--- src/rtl/i2c_slave_if.sv ---
// ----------------------------------------------------------------------------
// i2c_slave_if
// Bus-side and data-side signals of the I2C target.
//   scl, sda_in : bus clock and sampled SDA line (from the bus)
//   sda_oe      : 1 = target pulls SDA low, 0 = released
//   tx_data     : byte offered for the next read byte (from register bank)
//   rx_data     : last byte written by the bus master
//   rx_valid    : 1-clk pulse when rx_data updates
//   tx_done     : 1-clk pulse when the master ACK/NACK of a sent byte is seen
//   addr_match  : own address acknowledged, cleared by STOP / repeated START
//   rw          : latched R/W bit of the current transfer (1 = read)
//   busy        : bus is between START and STOP
// Modports: slave (the target itself), master (the bus / bank side driving it).
// ----------------------------------------------------------------------------
interface i2c_slave_if;
    logic       scl;
    logic       sda_in;
    logic       sda_oe;
    logic [7:0] tx_data;
    logic [7:0] rx_data;
    logic       rx_valid;
    logic       tx_done;
    logic       addr_match;
    logic       rw;
    logic       busy;

    modport slave (
        input  scl, sda_in, tx_data,
        output sda_oe, rx_data, rx_valid, tx_done, addr_match, rw, busy
    );

    modport master (
        output scl, sda_in, tx_data,
        input  sda_oe, rx_data, rx_valid, tx_done, addr_match, rw, busy
    );
endinterface

--- src/rtl/i2c_slave.sv ---
// ----------------------------------------------------------------------------
// i2c_slave
// 7-bit-address I2C target. SCL/SDA are oversampled by clk (>= 8x SCL),
// START/STOP are detected, the own address is ACKed, then write bytes are
// received into rx_data or read bytes are shifted out of tx_data. SDA is
// driven open-drain through sda_oe. No clock stretching.
// Ports:
//   clk   : system clock
//   reset : synchronous, active-high
//   bus   : i2c_slave_if.slave (scl, sda_in, sda_oe, tx_data, rx_data,
//           rx_valid, tx_done, addr_match, rw, busy)
// ----------------------------------------------------------------------------
module i2c_slave #(
    parameter logic [6:0] SLAVE_ADDR = 7'h50
) (
    input  logic        clk,
    input  logic        reset,
    i2c_slave_if.slave  bus
);

    typedef enum logic [2:0] {
        ST_IDLE      = 3'd0,
        ST_ADDR      = 3'd1,
        ST_ADDR_ACK  = 3'd2,
        ST_RX_DATA   = 3'd3,
        ST_RX_ACK    = 3'd4,
        ST_TX_DATA   = 3'd5,
        ST_TX_ACK    = 3'd6,
        ST_WAIT_STOP = 3'd7
    } state_e;

    // Synchroniser / edge-detector flops carry no reset: they keep tracking
    // the real pins through a reset, so deasserting reset can never fake an
    // edge (and hence a START) on a line that is already low.
    logic scl_meta_r, scl_sync_r, scl_prev_r;
    logic sda_meta_r, sda_sync_r, sda_prev_r;

    state_e     state_r, state_n;
    logic [2:0] cnt_r, cnt_n;
    logic [7:0] shift_r, shift_n;
    logic       sda_oe_r, sda_oe_n;
    logic [7:0] rx_data_r, rx_data_n;
    logic       rx_valid_r, rx_valid_n;
    logic       tx_done_r, tx_done_n;
    logic       addr_match_r, addr_match_n;
    logic       rw_r, rw_n;
    logic       busy_r, busy_n;

    logic       scl_rise_s, scl_fall_s, start_s, stop_s;
    logic [7:0] shift_in_s;

    // Two-flop synchronisers followed by one edge-detect flop per line.
    always_ff @(posedge clk) begin
        scl_meta_r <= bus.scl;
        scl_sync_r <= scl_meta_r;
        scl_prev_r <= scl_sync_r;
        sda_meta_r <= bus.sda_in;
        sda_sync_r <= sda_meta_r;
        sda_prev_r <= sda_sync_r;
    end

    assign scl_rise_s = scl_sync_r & ~scl_prev_r;
    assign scl_fall_s = ~scl_sync_r & scl_prev_r;
    // SDA moving while SCL is steadily high is a bus condition, not data.
    assign start_s    = scl_sync_r & scl_prev_r & sda_prev_r & ~sda_sync_r;
    assign stop_s     = scl_sync_r & scl_prev_r & ~sda_prev_r & sda_sync_r;
    assign shift_in_s = {shift_r[6:0], sda_sync_r};

    // State and output registers.
    always_ff @(posedge clk) begin
        if (reset) begin
            state_r      <= ST_IDLE;
            cnt_r        <= 3'd0;
            shift_r      <= 8'h00;
            sda_oe_r     <= 1'b0;
            rx_data_r    <= 8'h00;
            rx_valid_r   <= 1'b0;
            tx_done_r    <= 1'b0;
            addr_match_r <= 1'b0;
            rw_r         <= 1'b0;
            busy_r       <= 1'b0;
        end else begin
            state_r      <= state_n;
            cnt_r        <= cnt_n;
            shift_r      <= shift_n;
            sda_oe_r     <= sda_oe_n;
            rx_data_r    <= rx_data_n;
            rx_valid_r   <= rx_valid_n;
            tx_done_r    <= tx_done_n;
            addr_match_r <= addr_match_n;
            rw_r         <= rw_n;
            busy_r       <= busy_n;
        end
    end

    // Next-state and next-output logic; bus conditions take priority over bits.
    always_comb begin
        state_n      = state_r;
        cnt_n        = cnt_r;
        shift_n      = shift_r;
        sda_oe_n     = sda_oe_r;
        rx_data_n    = rx_data_r;
        rx_valid_n   = 1'b0;
        tx_done_n    = 1'b0;
        addr_match_n = addr_match_r;
        rw_n         = rw_r;
        busy_n       = busy_r;

        if (start_s) begin
            state_n      = ST_ADDR;
            cnt_n        = 3'd0;
            addr_match_n = 1'b0;
            sda_oe_n     = 1'b0;
            busy_n       = 1'b1;
        end else if (stop_s) begin
            state_n      = ST_IDLE;
            cnt_n        = 3'd0;
            addr_match_n = 1'b0;
            sda_oe_n     = 1'b0;
            busy_n       = 1'b0;
        end else begin
            case (state_r)
                ST_ADDR: begin
                    if (scl_rise_s) begin
                        shift_n = shift_in_s;
                        cnt_n   = cnt_r + 3'd1;
                        if (cnt_r == 3'd7) begin
                            // shift_r[6:0] holds the seven address bits here.
                            rw_n = sda_sync_r;
                            if (shift_r[6:0] == SLAVE_ADDR) begin
                                state_n      = ST_ADDR_ACK;
                                addr_match_n = 1'b1;
                            end else begin
                                state_n = ST_WAIT_STOP;
                            end
                        end else begin
                            state_n = ST_ADDR;
                        end
                    end else begin
                        state_n = ST_ADDR;
                    end
                end
                // In both ACK states sda_oe_r tells the two falls apart:
                // first fall starts driving the ACK, second one ends it.
                ST_ADDR_ACK: begin
                    if (scl_fall_s) begin
                        if (!sda_oe_r) begin
                            sda_oe_n = 1'b1;
                        end else if (rw_r) begin
                            shift_n  = bus.tx_data;
                            sda_oe_n = ~bus.tx_data[7];
                            cnt_n    = 3'd0;
                            state_n  = ST_TX_DATA;
                        end else begin
                            sda_oe_n = 1'b0;
                            cnt_n    = 3'd0;
                            state_n  = ST_RX_DATA;
                        end
                    end else begin
                        state_n = ST_ADDR_ACK;
                    end
                end
                ST_RX_DATA: begin
                    if (scl_rise_s) begin
                        shift_n = shift_in_s;
                        cnt_n   = cnt_r + 3'd1;
                        if (cnt_r == 3'd7) begin
                            rx_data_n  = shift_in_s;
                            rx_valid_n = 1'b1;
                            state_n    = ST_RX_ACK;
                        end else begin
                            state_n = ST_RX_DATA;
                        end
                    end else begin
                        state_n = ST_RX_DATA;
                    end
                end
                ST_RX_ACK: begin
                    if (scl_fall_s) begin
                        if (!sda_oe_r) begin
                            sda_oe_n = 1'b1;
                        end else begin
                            sda_oe_n = 1'b0;
                            state_n  = ST_RX_DATA;
                        end
                    end else begin
                        state_n = ST_RX_ACK;
                    end
                end
                // shift_r[7] is the bit currently on the line.
                ST_TX_DATA: begin
                    if (scl_fall_s) begin
                        cnt_n = cnt_r + 3'd1;
                        if (cnt_r == 3'd7) begin
                            sda_oe_n = 1'b0;
                            state_n  = ST_TX_ACK;
                        end else begin
                            shift_n  = {shift_r[6:0], 1'b0};
                            sda_oe_n = ~shift_r[6];
                        end
                    end else begin
                        state_n = ST_TX_DATA;
                    end
                end
                // A NACK leaves on the rise, so any fall seen here follows an ACK.
                ST_TX_ACK: begin
                    if (scl_rise_s) begin
                        tx_done_n = 1'b1;
                        if (sda_sync_r) begin
                            sda_oe_n = 1'b0;
                            state_n  = ST_WAIT_STOP;
                        end else begin
                            state_n = ST_TX_ACK;
                        end
                    end else if (scl_fall_s) begin
                        shift_n  = bus.tx_data;
                        sda_oe_n = ~bus.tx_data[7];
                        cnt_n    = 3'd0;
                        state_n  = ST_TX_DATA;
                    end else begin
                        state_n = ST_TX_ACK;
                    end
                end
                ST_IDLE, ST_WAIT_STOP: begin
                    state_n = state_r;
                end
                default: begin
                    state_n  = ST_IDLE;
                    sda_oe_n = 1'b0;
                end
            endcase
        end
    end

    assign bus.sda_oe     = sda_oe_r;
    assign bus.rx_data    = rx_data_r;
    assign bus.rx_valid   = rx_valid_r;
    assign bus.tx_done    = tx_done_r;
    assign bus.addr_match = addr_match_r;
    assign bus.rw         = rw_r;
    assign bus.busy       = busy_r;

endmodule

--- src/flat_wrapper.sv ---
// flat-port wrapper written by rule: the top's interface ports become plain ports
module i2c_slave_flat 
#(
    parameter logic [6:0] SLAVE_ADDR = 7'h50
)
  (clk, reset, bus_scl, bus_sda_in, bus_tx_data, bus_sda_oe, bus_rx_data, bus_rx_valid, bus_tx_done, bus_addr_match, bus_rw, bus_busy);
  i2c_slave_if bus_i ();
  input  logic clk;
  input  logic reset;
  input wire logic [$bits(bus_i.scl)-1:0] bus_scl;
  input wire logic [$bits(bus_i.sda_in)-1:0] bus_sda_in;
  input wire logic [$bits(bus_i.tx_data)-1:0] bus_tx_data;
  output wire logic [$bits(bus_i.sda_oe)-1:0] bus_sda_oe;
  output wire logic [$bits(bus_i.rx_data)-1:0] bus_rx_data;
  output wire logic [$bits(bus_i.rx_valid)-1:0] bus_rx_valid;
  output wire logic [$bits(bus_i.tx_done)-1:0] bus_tx_done;
  output wire logic [$bits(bus_i.addr_match)-1:0] bus_addr_match;
  output wire logic [$bits(bus_i.rw)-1:0] bus_rw;
  output wire logic [$bits(bus_i.busy)-1:0] bus_busy;
  assign bus_i.scl = bus_scl;
  assign bus_i.sda_in = bus_sda_in;
  assign bus_i.tx_data = bus_tx_data;
  assign bus_sda_oe = bus_i.sda_oe;
  assign bus_rx_data = bus_i.rx_data;
  assign bus_rx_valid = bus_i.rx_valid;
  assign bus_tx_done = bus_i.tx_done;
  assign bus_addr_match = bus_i.addr_match;
  assign bus_rw = bus_i.rw;
  assign bus_busy = bus_i.busy;
  i2c_slave #(.SLAVE_ADDR(SLAVE_ADDR)) u_core (.clk(clk), .reset(reset), .bus(bus_i));
endmodule
--- config.mk ---
export PLATFORM = sky130hd
export DESIGN_NAME = i2c_slave_flat
export DESIGN_NICKNAME = d
export VERILOG_FILES = /design/src/rtl/i2c_slave_if.sv /design/src/rtl/i2c_slave.sv /design/src/flat_wrapper.sv
export SDC_FILE = /design/constraint.sdc
export NUM_CORES = 1
export LEC_CHECK = 0
export CORE_MARGIN = 10
export CORE_UTILIZATION = 35
export DETAILED_ROUTE_END_ITERATION = 6
export GPL_TIMING_DRIVEN = 0
export PLACE_DENSITY_LB_ADDON = 0.1
export SKIP_LAST_GASP = 1
export SYNTH_ARGS = -nofsm -noshare
export SYNTH_HDL_FRONTEND = slang
export SYNTH_SLANG_ARGS = --single-unit
--- constraint.sdc ---
create_clock -name clk -period 1.8 [get_ports clk]
set_input_delay 0.36 -clock clk [delete_from_list [all_inputs] [get_ports clk]]
set_output_delay 0.36 -clock clk [all_outputs]
set_load 0.1 [all_outputs]
run_1/layers.png
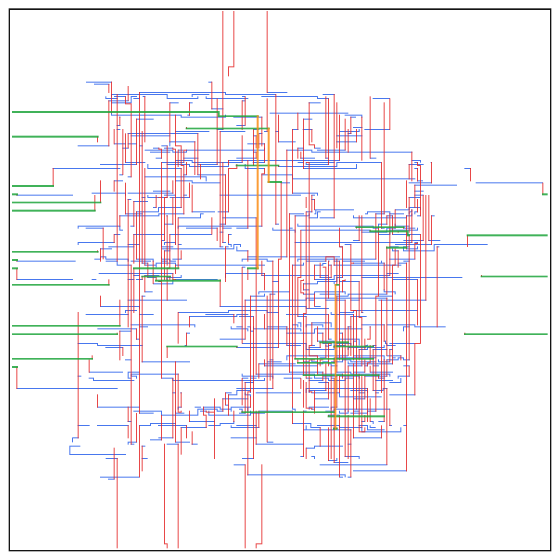
blue -> M1  # wire length 1,960 um
green -> M3  # wire length 352 um
orange -> M4  # wire length 57.8 um
red -> M2  # wire length 2,240 um

run_1/congestion_map.png
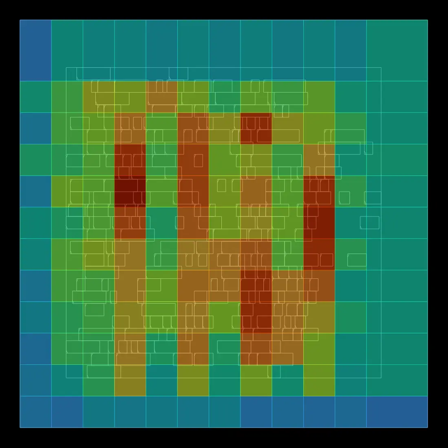
Util after Layout: 47.15%
WL/cell: 16.25 um
GRT busiest layer: met2

==> results_dict.tcl, run 1 <==
# yosys + openroad results
set metrics [dict create \
    nNetsFinal 243 \
    fin_ws_ns -0.02197 \
    grt_max_degree 12 \
    dr.pass1.iters 4 \
    rows 25 \
    end_kind "flip-flop" \
    fp_util_pct 35.81 \
    gp_congestion 0.8384 \
    grt_util_met1_pct 13.27 \
    violations "setup timing" \
    status "finished, violations left" \
    power.leakage_nw 0.8545 \
    clk_pin_slew_ns 0.07 \
    cts_buffers 5 \
    timing.fmax_mhz 548.9 \
    yosysUniqueCellTypes 44 \
    crit_start "u_core.cnt_r[0]" \
    setup_violations 3 \
    area_growth_pct 31.65 \
    synth-main-ff-cell "dfxtp_1" \
    edf_count 0 \
    relSlewSlack_pct 63.32 \
    core_area_um2 4692 \
]
run_1/clock_wires.png
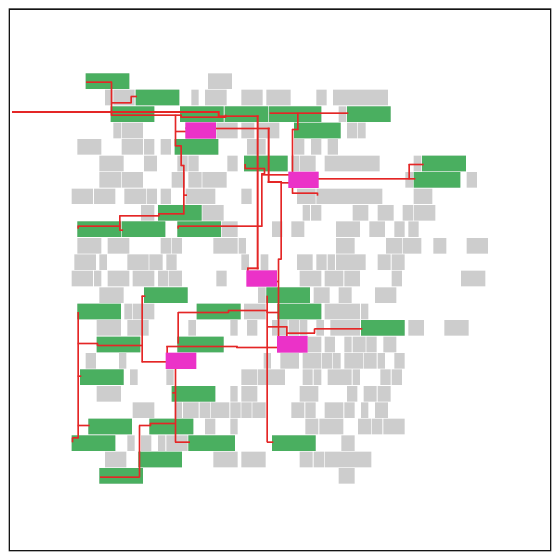
red -> clock wires  # length 475 um
magenta -> clock-net drivers  # count 5
green -> flip-flops  # count 33
routed clock nets = 6

run_1/floorplan.png
Scale bar: 20 um. Pins as bars on the die edge. Tap cells in gray.
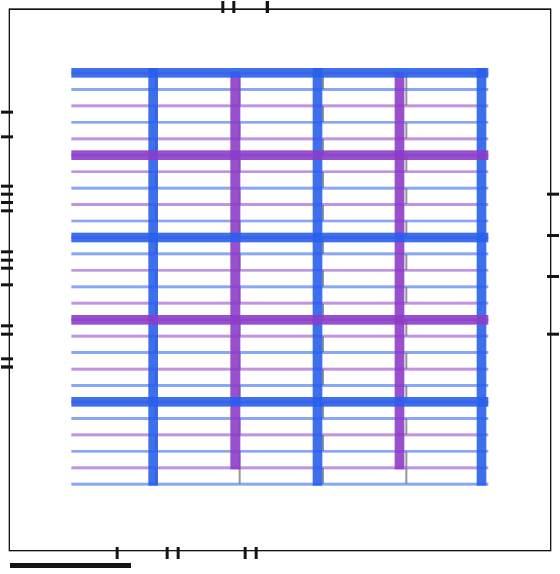
purple -> VDD
blue -> VSS
met5 straps = 5
rows = 25
signal pins = 26
met1 rails = 26

run 1: cell type report:
cell class / count / area [um^2] / share of cell area, %
clock inverter: 2 / 37.54 / 1.697
tap: 54 / 67.56 / 3.054
clock buffer: 6 / 82.58 / 3.733
inverter: 5 / 21.27 / 0.9615
sequential: 33 / 669.4 / 30.26
buffer: 12 / 75.07 / 3.394
timing repair buffer: 27 / 271.5 / 12.27
multi-input combinational: 145 / 987.2 / 44.63
run 1: worst max-delay path, cell delays in order (launching register included):
cell and delay [ns]:
dfxtp_4 0.36, ha_4 0.16, ha_4 0.17, or3b_4 0.38, o211ai_4 0.21, o21ai_1 0.10
a21o_1 0.17, a211oi_2 0.18
run 1: where the power goes:
group          internal, mW  switching [mW]  total (mW)
combinational         0.503           0.634        1.14
clock                 0.450           0.279       0.729
sequential            0.789          0.0580       0.847
run 1: metrics by stage:
stage / hold slack [ns] / cells / area, um^2 / power (mW) / setup TNS (ns)
after CTS: 0.3334 / 284 / 2191 / 2.664 / 0
after global routing: 0.3328 / 284 / 2212 / 2.877 / -0.4439
after detailed placement: 0.3154 / 273 / 2006 / 1.852 / -0.6363
after global placement: 0.3115 / 273 / 2006 / 1.858 / -0.5336
after floorplan: 0.3096 / 195 / 1698 / 1.635 / 0
final: 0.3278 / 284 / 2212 / 2.712 / -0.05221
run 1: repair_timing:
action,CTS,global route
endpoints found under the hold margin,0,0
pin swaps,5,0
buffers inserted,3,0
setup endpoints to repair,19,17
gates resized,45,15
run 1: registers in the layout, summed over array words and instances, names as in the netlist:
| register | flops |
|---|---|
| u_core.scl_meta_r | 1 |
| u_core.sda_sync_r | 1 |
| u_core.bus.addr_match | 1 |
| u_core.bus.rw | 1 |
| u_core.state_r | 3 |
| u_core.bus.sda_oe | 1 |
| u_core.bus.busy | 1 |
| u_core.bus.rx_valid | 1 |
| u_core.bus.rx_data | 8 |
| u_core.shift_r | 7 |
| u_core.sda_meta_r | 1 |
| u_core.scl_sync_r | 1 |
| u_core.cnt_r | 3 |
| u_core.sda_prev_r | 1 |
| u_core.bus.tx_done | 1 |
| u_core.scl_prev_r | 1 |
run 1: cell families after synthesis:
group | count (synthesis)
fa+ha+maj | 2
buf+inv | 17
mux | 16
compound gates | 52
flops | 33
xor+xnor | 2
simple gates | 73
run 1: cells in the final DEF (no fill, tap or decap), types with 5 or more instances in the layout:
cell type / synthesis / final
clkdlybuf4s50_1: 0 / 10
clkdlybuf4s15_2: 0 / 12
or3_1: 6 / 6
nand2b_1: 6 / 5
nand3_1: 7 / 7
clkbuf_8: 0 / 6
a21oi_1: 16 / 15
mux2i_1: 16 / 16
nor2b_1: 6 / 5
dfxtp_1: 33 / 28
nor2_1: 20 / 20
nand2_1: 12 / 12
o21ai_0: 12 / 12
run 1: routing by layer:
layer  vias up  part of all wire [%]
met5         -                     0
met4         0                   1.2
met3         6                   7.6
met2        56                    49
met1       727                    43
li1        765                     -
run 1: worst paths after layout:
kind | to | slack, ns
worst min register to register | u_core.scl_sync_r | 0.33
worst min-delay path | u_core.scl_sync_r | 0.33
worst max-delay path | u_core.state_r[0] | -0.02
worst max register to register | u_core.state_r[0] | -0.02
run_1/class_map.png
Scale bar: 20 um.
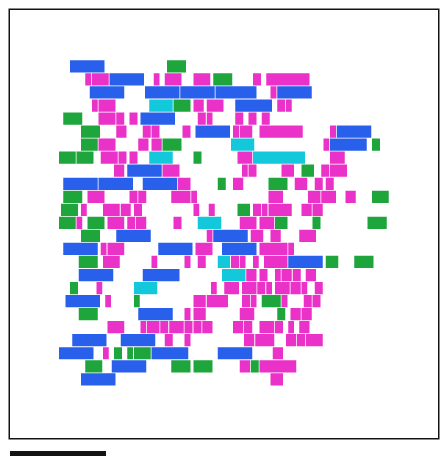

==> run 2: changes to the inputs <==
--- a/config.mk
+++ b/config.mk
@@ -5,7 +5,8 @@
 export SDC_FILE = /design/constraint.sdc
 export NUM_CORES = 1
 export LEC_CHECK = 0
-export CORE_MARGIN = 10
+export CAP_MARGIN = 25
+export CORE_MARGIN = 1.5
 export CORE_UTILIZATION = 35
 export DETAILED_ROUTE_END_ITERATION = 6
 export GPL_TIMING_DRIVEN = 0
run_2/class_map.png
Scale bar: 20 um.
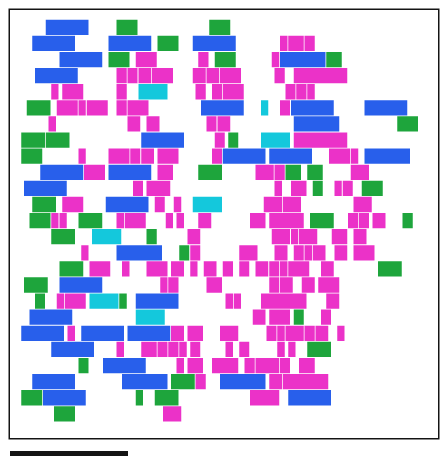
blue -> registers  # cells 33
green -> remaining buffers and delay cells  # cells 38
cyan -> clock drivers and dummy loads  # cells 7
magenta -> remaining logic cells  # cells 150

run_2/layers.png
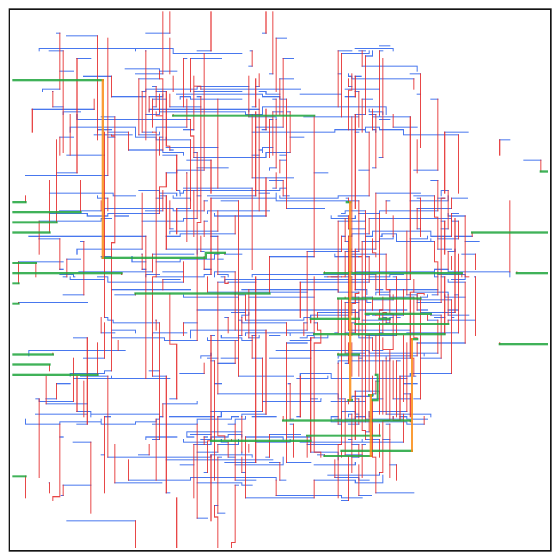
all-layer global routing usage: 18.21%
via count: 1,566

==> run 2 against run 1 <==
The run now ends clean; sequential power is 1% higher; area after synthesis stayed put; critical path depth stayed put; power is 7.3% lower; register-to-register slack better by 0.05 ns; sequential cell count stayed put; worst setup slack better by 0.047 ns; global-route usage is 6.0 points higher; sequential share of layout area is 0.36 points higher; largest cell class unchanged.
==> results_dict.tcl, run 2 <==
# yosys + openroad results
set metrics [dict create \
    relSlewSlack_pct 37.37 \
    wl_per_cell_um 15.54 \
    fp_util_pct 36.05 \
    cts_buffers 5 \
    crit_top_cell "ha_4" \
    slew_viol_final 0 \
    dp_hpwl_um 3177 \
    place_area_um2 2006 \
    hold_path_end "u_core.sda_sync_r" \
    reg2reg_slack_ns 0.02 \
    final_layout_top_logic_cells "27 x dfxtp_1, 20 x nor2_1, 16 x mux2i_1, 16 x a21oi_1, 12 x o21ai_0" \
    drcViolationCount 0 \
    power.leakage_nw 0.8391 \
    hp-class "reg2reg" \
    crit_start "u_core.cnt_r[0]" \
    async_flop_share_pct 0 \
    core_area_um2 4661 \
    rows 25 \
    ant_nets 0 \
    synth.avg_cell_area_um2 8.617 \
    yosysUniqueCellTypes 44 \
    synth-main-ff-cell "dfxtp_1" \
    worst_slew_pin_slew_ns 0.9432 \
    worstPathCellList "ha_4 > ha_4 > or3b_4 > o211ai_4 > nand2b_4 > nor4_4 > nor3_2" \
    dr.pass1.iters 4 \
    fin_ws_ns 0.02499 \
    nNetsFinal 242 \
    arrival_ns 1.97 \
    setup_violations 0 \
    edf_count 0 \
    antenna_cells 0 \
    grt_max_degree 11 \
    status "finished, final reports clean" \
    largest_reg_flops 8 \
    area_growth_pct 29.86 \
    crit_path_top_delay_cell "or3b_4" \
    clk_pin_slew_ns 0.06 \
    final_area_um2 2182 \
    r2r-end "u_core.state_r[2]" \
    cpPeakStageDelay_ns 0.38 \
    gp_congestion 0.9479 \
    mostFrequentLayoutCell "dfxtp_1" \
    worst_hold_slack_ns 0.3291 \
    timing.fmax_mhz 563.4 \
    end_kind "flip-flop" \
]
==> run 2: worst max path at each step <==
stage                              to  slack, ns  cells after the start
floorplan           u_core.state_r[0]      0.004                      7
global placement    u_core.state_r[0]      -0.12                      7
detailed placement  u_core.state_r[0]      -0.13                      7
CTS                        bus_sda_oe      -0.10                      1
global route        u_core.state_r[1]      -0.09                      7
finish              u_core.state_r[2]       0.02                      7
==> run 2: critical path: cells and delay by family, from the launching register on <==
| kind | cells | cell delay [ns] |
|---|---|---|
| simple gates | 4 | 0.80 |
| compound gates | 1 | 0.22 |
| flops | 1 | 0.33 |
| fa+ha+maj | 2 | 0.33 |
==> run 2: cell families (layout without fill, tap and decap cells) <==
kind of cell               Yosys count  after routing
muxes                               16             16
buffers and inverters               17             50
DFF                                 33             33
and+or+nand+nor                     73             73
AOI/OAI and AO/OA                   52             52
adders and majority gates            2              2
xor gates and xnor gates             2              2
==> run 2: layout make-up <==
cell class              instances  area [um^2]  area share [%]
plain buffers                  12        78.83           3.612
clock buffers                   7        86.33           3.956
inverters                       5        21.27          0.9748
multi-input cells             145         1001           45.87
flip-flops and latches         33        668.1           30.62
well taps                      54        67.56           3.096
repair buffers                 26        259.0           11.87
==> run 2: metal layers <==
layer	up-vias	global-route usage [%]	share of wire, %
met1	737	23.40	45
met3	8	5.000	6.6
met2	58	28.70	47
met4	0	7.966	1.7
li1	763	-	-
met5	-	0	0
==> run 2: power by group <==
group	switching (mW)	internal, mW
combinational	0.627	0.477
sequential	0.0659	0.792
clock	0.250	0.303
==> run 2: metrics by stage <==
step | util, % | std cells | setup TNS [ns]
after floorplan | - | 195 | 0
after global placement | 43.03 | 273 | -0.4897
after detailed placement | 43.03 | 273 | -0.6329
after CTS | 45.85 | 282 | -0.1054
after global routing | 46.82 | 282 | -0.4175
final | 46.82 | 282 | 0
==> run 2: what timing repair did <==
item,CTS,global route
cloned,0,0
gates resized,42,18
hold buffers,0,0
buffers inserted,2,0
setup endpoints to repair,19,18
pin swaps,5,2
No activity file was given, so power comes from the tool's default toggle rates.
